==> src/rtl/alu_div_seq.sv <==
// Sequential 8-bit unsigned restoring divider that produces one quotient bit per clock over valid/ready handshakes.
// Optional macro ALU_DIV_ZERO_FAST_EN: a zero divisor goes straight to DONE instead of running the 8 steps.
module alu_div_seq (
    input  logic       clk,
    input  logic       rst_n,
    input  logic       in_valid,
    output logic       in_ready,
    input  logic [7:0] a,
    input  logic [7:0] b,
    output logic       out_valid,
    input  logic       out_ready,
    output logic [7:0] quotient,
    output logic [7:0] remainder,
    output logic       div_by_zero
);

    typedef enum logic [1:0] {
        IDLE = 2'd0,
        CALC = 2'd1,
        DONE = 2'd2
    } state_t;

    state_t     r_state;
    state_t     w_next;
    logic [7:0] r_dvd;
    logic [7:0] r_div;
    logic [7:0] r_quot;
    logic [7:0] r_prem;
    logic [2:0] r_cnt;
    logic       r_dbz;

    logic [8:0] w_shift;
    logic       w_ge;
    logic [7:0] w_diff;

    // The partial remainder never exceeds 8 bits after a step, so the difference is taken modulo 256.
    assign w_shift = {r_prem, r_dvd[7]};
    assign w_ge    = (w_shift >= {1'b0, r_div});
    assign w_diff  = w_shift[7:0] - r_div;

    always_ff @(posedge clk or negedge rst_n) begin
        if (!rst_n) begin
            r_state <= IDLE;
        end else begin
            r_state <= w_next;
        end
    end

    always_comb begin
        w_next = r_state;
        case (r_state)
            IDLE: begin
                if (in_valid) begin
`ifdef ALU_DIV_ZERO_FAST_EN
                    w_next = (b == 8'd0) ? DONE : CALC;
`else
                    w_next = CALC;
`endif
                end
            end
            CALC: begin
                if (r_cnt == 3'd7) begin
                    w_next = DONE;
                end
            end
            DONE: begin
                if (out_ready) begin
                    w_next = IDLE;
                end
            end
            default: w_next = IDLE;
        endcase
    end

    always_ff @(posedge clk or negedge rst_n) begin
        if (!rst_n) begin
            r_dvd  <= 8'd0;
            r_div  <= 8'd0;
            r_quot <= 8'd0;
            r_prem <= 8'd0;
            r_cnt  <= 3'd0;
            r_dbz  <= 1'b0;
        end else begin
            case (r_state)
                IDLE: begin
                    if (in_valid) begin
                        r_dvd  <= a;
                        r_div  <= b;
                        r_quot <= 8'd0;
                        r_prem <= 8'd0;
                        r_cnt  <= 3'd0;
                        r_dbz  <= (b == 8'd0);
`ifdef ALU_DIV_ZERO_FAST_EN
                        if (b == 8'd0) begin
                            r_quot <= 8'hFF;
                            r_prem <= a;
                        end
`endif
                    end
                end
                CALC: begin
                    r_prem <= w_ge ? w_diff : w_shift[7:0];
                    r_quot <= {r_quot[6:0], w_ge};
                    r_dvd  <= {r_dvd[6:0], 1'b0};
                    r_cnt  <= r_cnt + 3'd1;
                end
                default: ;
            endcase
        end
    end

    assign in_ready    = (r_state == IDLE);
    assign out_valid   = (r_state == DONE);
    assign quotient    = r_quot;
    assign remainder   = r_prem;
    assign div_by_zero = r_dbz;

endmodule

==> config.mk <==
export PLATFORM = sky130hd
export DESIGN_NAME = alu_div_seq
export DESIGN_NICKNAME = d
export VERILOG_FILES = /design/src/rtl/alu_div_seq.sv
export SDC_FILE = /design/constraint.sdc
export NUM_CORES = 1
export LEC_CHECK = 0
export ABC_AREA = 1
export CORE_MARGIN = 2
export CORE_UTILIZATION = 49
export CTS_CLUSTER_SIZE = 20
export DETAILED_ROUTE_END_ITERATION = 12
export GPL_TIMING_DRIVEN = 0
export PLACE_DENSITY_LB_ADDON = 0.08
export RECOVER_POWER = 100
export SLEW_MARGIN = 20
export SYNTH_ARGS = -nofsm -noshare
export SYNTH_HDL_FRONTEND = slang
export SYNTH_SLANG_ARGS = --single-unit
==> constraint.sdc <==
create_clock -name clk -period 3.4 [get_ports clk]
set_input_delay 0.34 -clock clk [delete_from_list [all_inputs] [get_ports clk]]
set_output_delay 0.34 -clock clk [all_outputs]
set_load 0.05 [all_outputs]
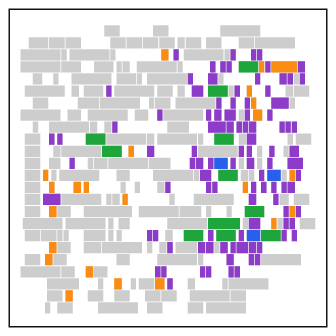
**Above:** run 1 (gate families picked out).
[nor cells] orange | cells: 23 | most used: nor2_1 | where: widely spread
[fa/ha/maj cells] green | cells: 11 | most used: ha_1
[nand cells] purple | cells: 98 | most used: nand2_1
[xor and xnor cells] blue | cells: 3 | most used: xor2_1

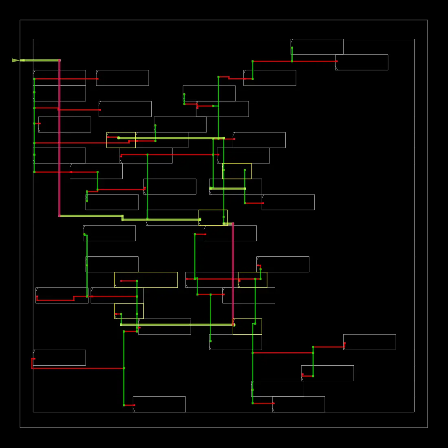
**Above:** run 1 (clock routing).
clk latency late pin: 280 ps
Clock Skew: 4.20 ps

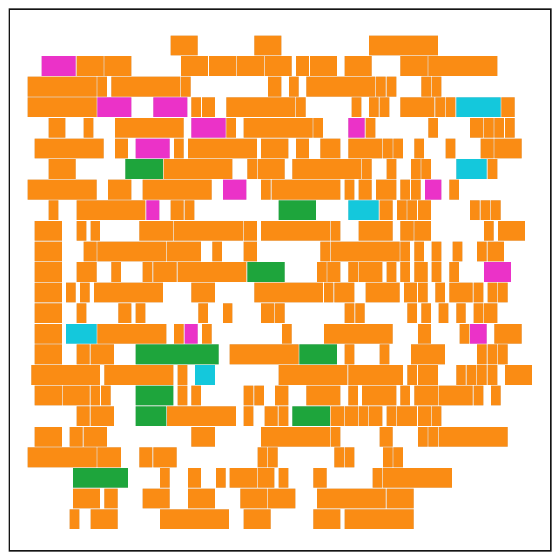
**Above:** run 1 (drive-strength map).
[x3 and x4] cyan | cells: 5 | most used: nand2_4
[x6 and larger] green | cells: 9 | most used: clkbuf_8
[x1 and smaller] orange | cells: 274 | most used: nand2_1
[x2] magenta | cells: 12 | most used: o22ai_2
post-route cell area: 2690 µm²
bufs w/o clock: 46
Worst Slack Setup Final: 1160 ps

==> flow_summary.yaml, run 1 <==
# synthesis and place-and-route metrics
timing:
  worst_pin_slew_ps: 833
  relSlewSlack: 0.445
  setup_viol: 0
  period_minus_slack_ps: 2240
  rsz0062_at_grt: "no"
worst_setup_path:
  cp_top_family: "buffers and inverters"
  r2r-start: "r_state[0]"
  critPathCaptureType: "flop"
clock_network:
  post_cts_buffers: 0
  cts_tree: "built"
finish:
  largest_class: "combinational gates"
  nets: 331
  antennaDiodeCount: 0
  register_area_um2: 951
  final-clk-cell-share: 0.0418
  logic_gates: 167
  buf_share: 0.163
placement:
  portBuffers: 38
  dp_slack_ps: 1590
synthesis:
  yosys.area_share.simple: 0.270
  yosys-dominant-comb-family: "simple AND/OR/NAND/NOR gates"
  aoi_share: 0.130
  synth-edff-count: 0
  yosysTopAreaCell: "dfrtp_1"
  synth_warnings: 0
detailed_routing:
  wl_met3_um: 178
  vias: 1808
  top_layer_used: "met4"
run:
  warnings: 26
min_path:
  min_to: "r_cnt[0]"
  hp-start: "r_cnt[0]"
die:
  design.core.area_um2: 4350
  fp.dieW_um: 71.3
grt:
  grt_pass1_vias: 1781
  grt_pass1_wl_um: 8230
run_status:
  status: "complete, no violations"
**Run 1: the metal 2 layer**

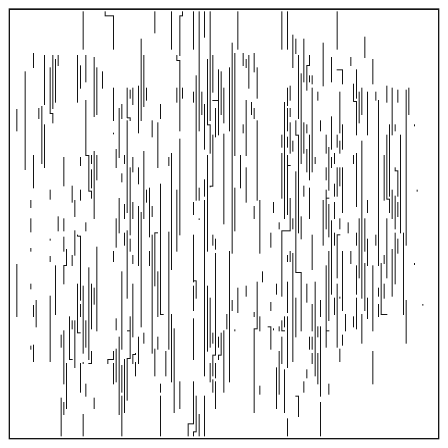

==> run 1 -> run 2 <==
- CORE_UTILIZATION: 49 -> 47
- clock period: 3.4 -> 2.05 ns (I/O delays scaled with it)
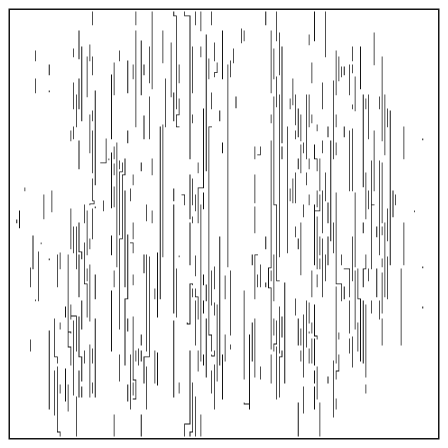
**Above:** run 2 (the metal 2 layer).
nets with wire on the layer: 265
main direction: vertical
M2 GR Usage: 0.356
DRT Wirelength: 4810 µm
Via Count: 1,800

==> run 2 against run 1 <==
  * Register-to-register slack worse by 960 ps
  * Setup slack worse by 1100 ps
  * Cell count up 0.85%
  * Highest routed layer unchanged
  * Critical endpoint is now in_ready
  * Critical path depth down 5
==> flow_summary.yaml, run 2 <==
# synthesis and place-and-route metrics
run_status:
  status: "complete, no violations"
finish:
  antennaDiodeCount: 0
  nets: 331
  logic_gates: 167
  register_area_um2: 951
  buffers: 46
  final-clk-cell-share: 0.0358
  final_cell_area_um2: 2660
  buf_share: 0.156
clock_network:
  cts_tree: "built"
  post_cts_buffers: 0
synthesis:
  yosys-dominant-comb-family: "simple AND/OR/NAND/NOR gates"
  yosys.area_share.simple: 0.270
  synth-edff-count: 0
  yosysTopAreaCell: "dfrtp_1"
timing:
  rsz0062_at_grt: "no"
  setup_viol: 0
  clock_skew_ps: 5.23
  period_minus_slack_ps: 1960
  worst_pin_slew_ps: 693
placement:
  portBuffers: 38
  dp_slack_ps: 225
worst_setup_path:
  critPathCaptureType: "output pin"
  r2r-start: "remainder[3]"
  cp_top_family: "buffers and inverters"
detailed_routing:
  top_layer_used: "met4"
  wl_met3_um: 132
die:
  design.core.area_um2: 4630
  fp.dieW_um: 72.7
grt:
  grt_pass1_vias: 1845
run:
  warnings: 26
**Run 2: clock routing**

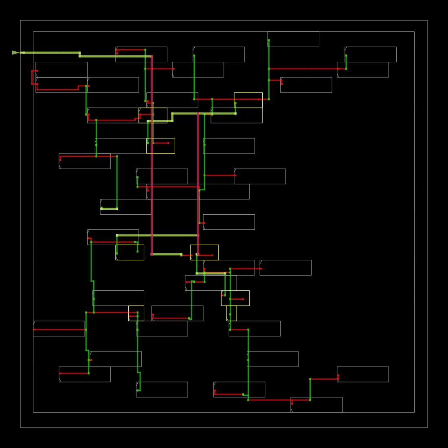

==> run 2 -> run 3 <==
- CORE_UTILIZATION: 47 -> 49
- clock period: 2.05 -> 2.18 ns (I/O delays scaled with it)
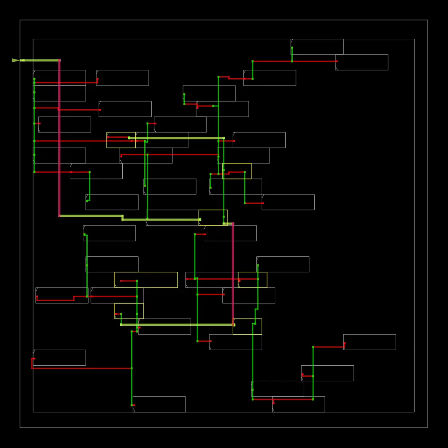
**Above:** run 3 (clock routing).
TritonCTS Sinks: 38
seq_cells: 38
Clock buffer cells: 6

==> run 3 against run 2 <==
  * Non-clock buffer count did not move
  * Setup slack improved by 38 ps
  * Flip-flop count did not move
  * Critical path depth did not move
  * Clock skew fell by 0.92 ps
  * Clock-buffer cell count did not move
==> flow_summary.yaml, run 3 <==
# synthesis and place-and-route metrics
synthesis:
  aoi_share: 0.130
  yosys-dominant-comb-family: "simple AND/OR/NAND/NOR gates"
  yosys.area_share.simple: 0.270
  synth_warnings: 0
clock_network:
  post_cts_buffers: 0
  worstSkewPairLatency_ps: 280
worst_setup_path:
  critPathCaptureType: "output pin"
  r2r-start: "r_state[0]"
timing:
  relSlewSlack: 0.470
  clock_skew_ps: 4.31
  worst_pin_slew_ps: 793
finish:
  nets: 331
  register_area_um2: 951
  buf_share: 0.159
  final_cell_area_um2: 2670
  final-clk-cell-share: 0.0422
  antennaDiodeCount: 0
  logic_gates: 167
grt:
  grt_pass1_vias: 1781
  grt_pass1_wl_um: 8230
die:
  design.core.area_um2: 4350
  fp.dieW_um: 71.3
detailed_routing:
  vias: 1798
  wl_met3_um: 156
  top_layer_used: "met4"
  finalWirelength_um: 4840
run_status:
  status: "complete, no violations"
min_path:
  hp-start: "r_cnt[0]"
  min_to: "r_cnt[0]"
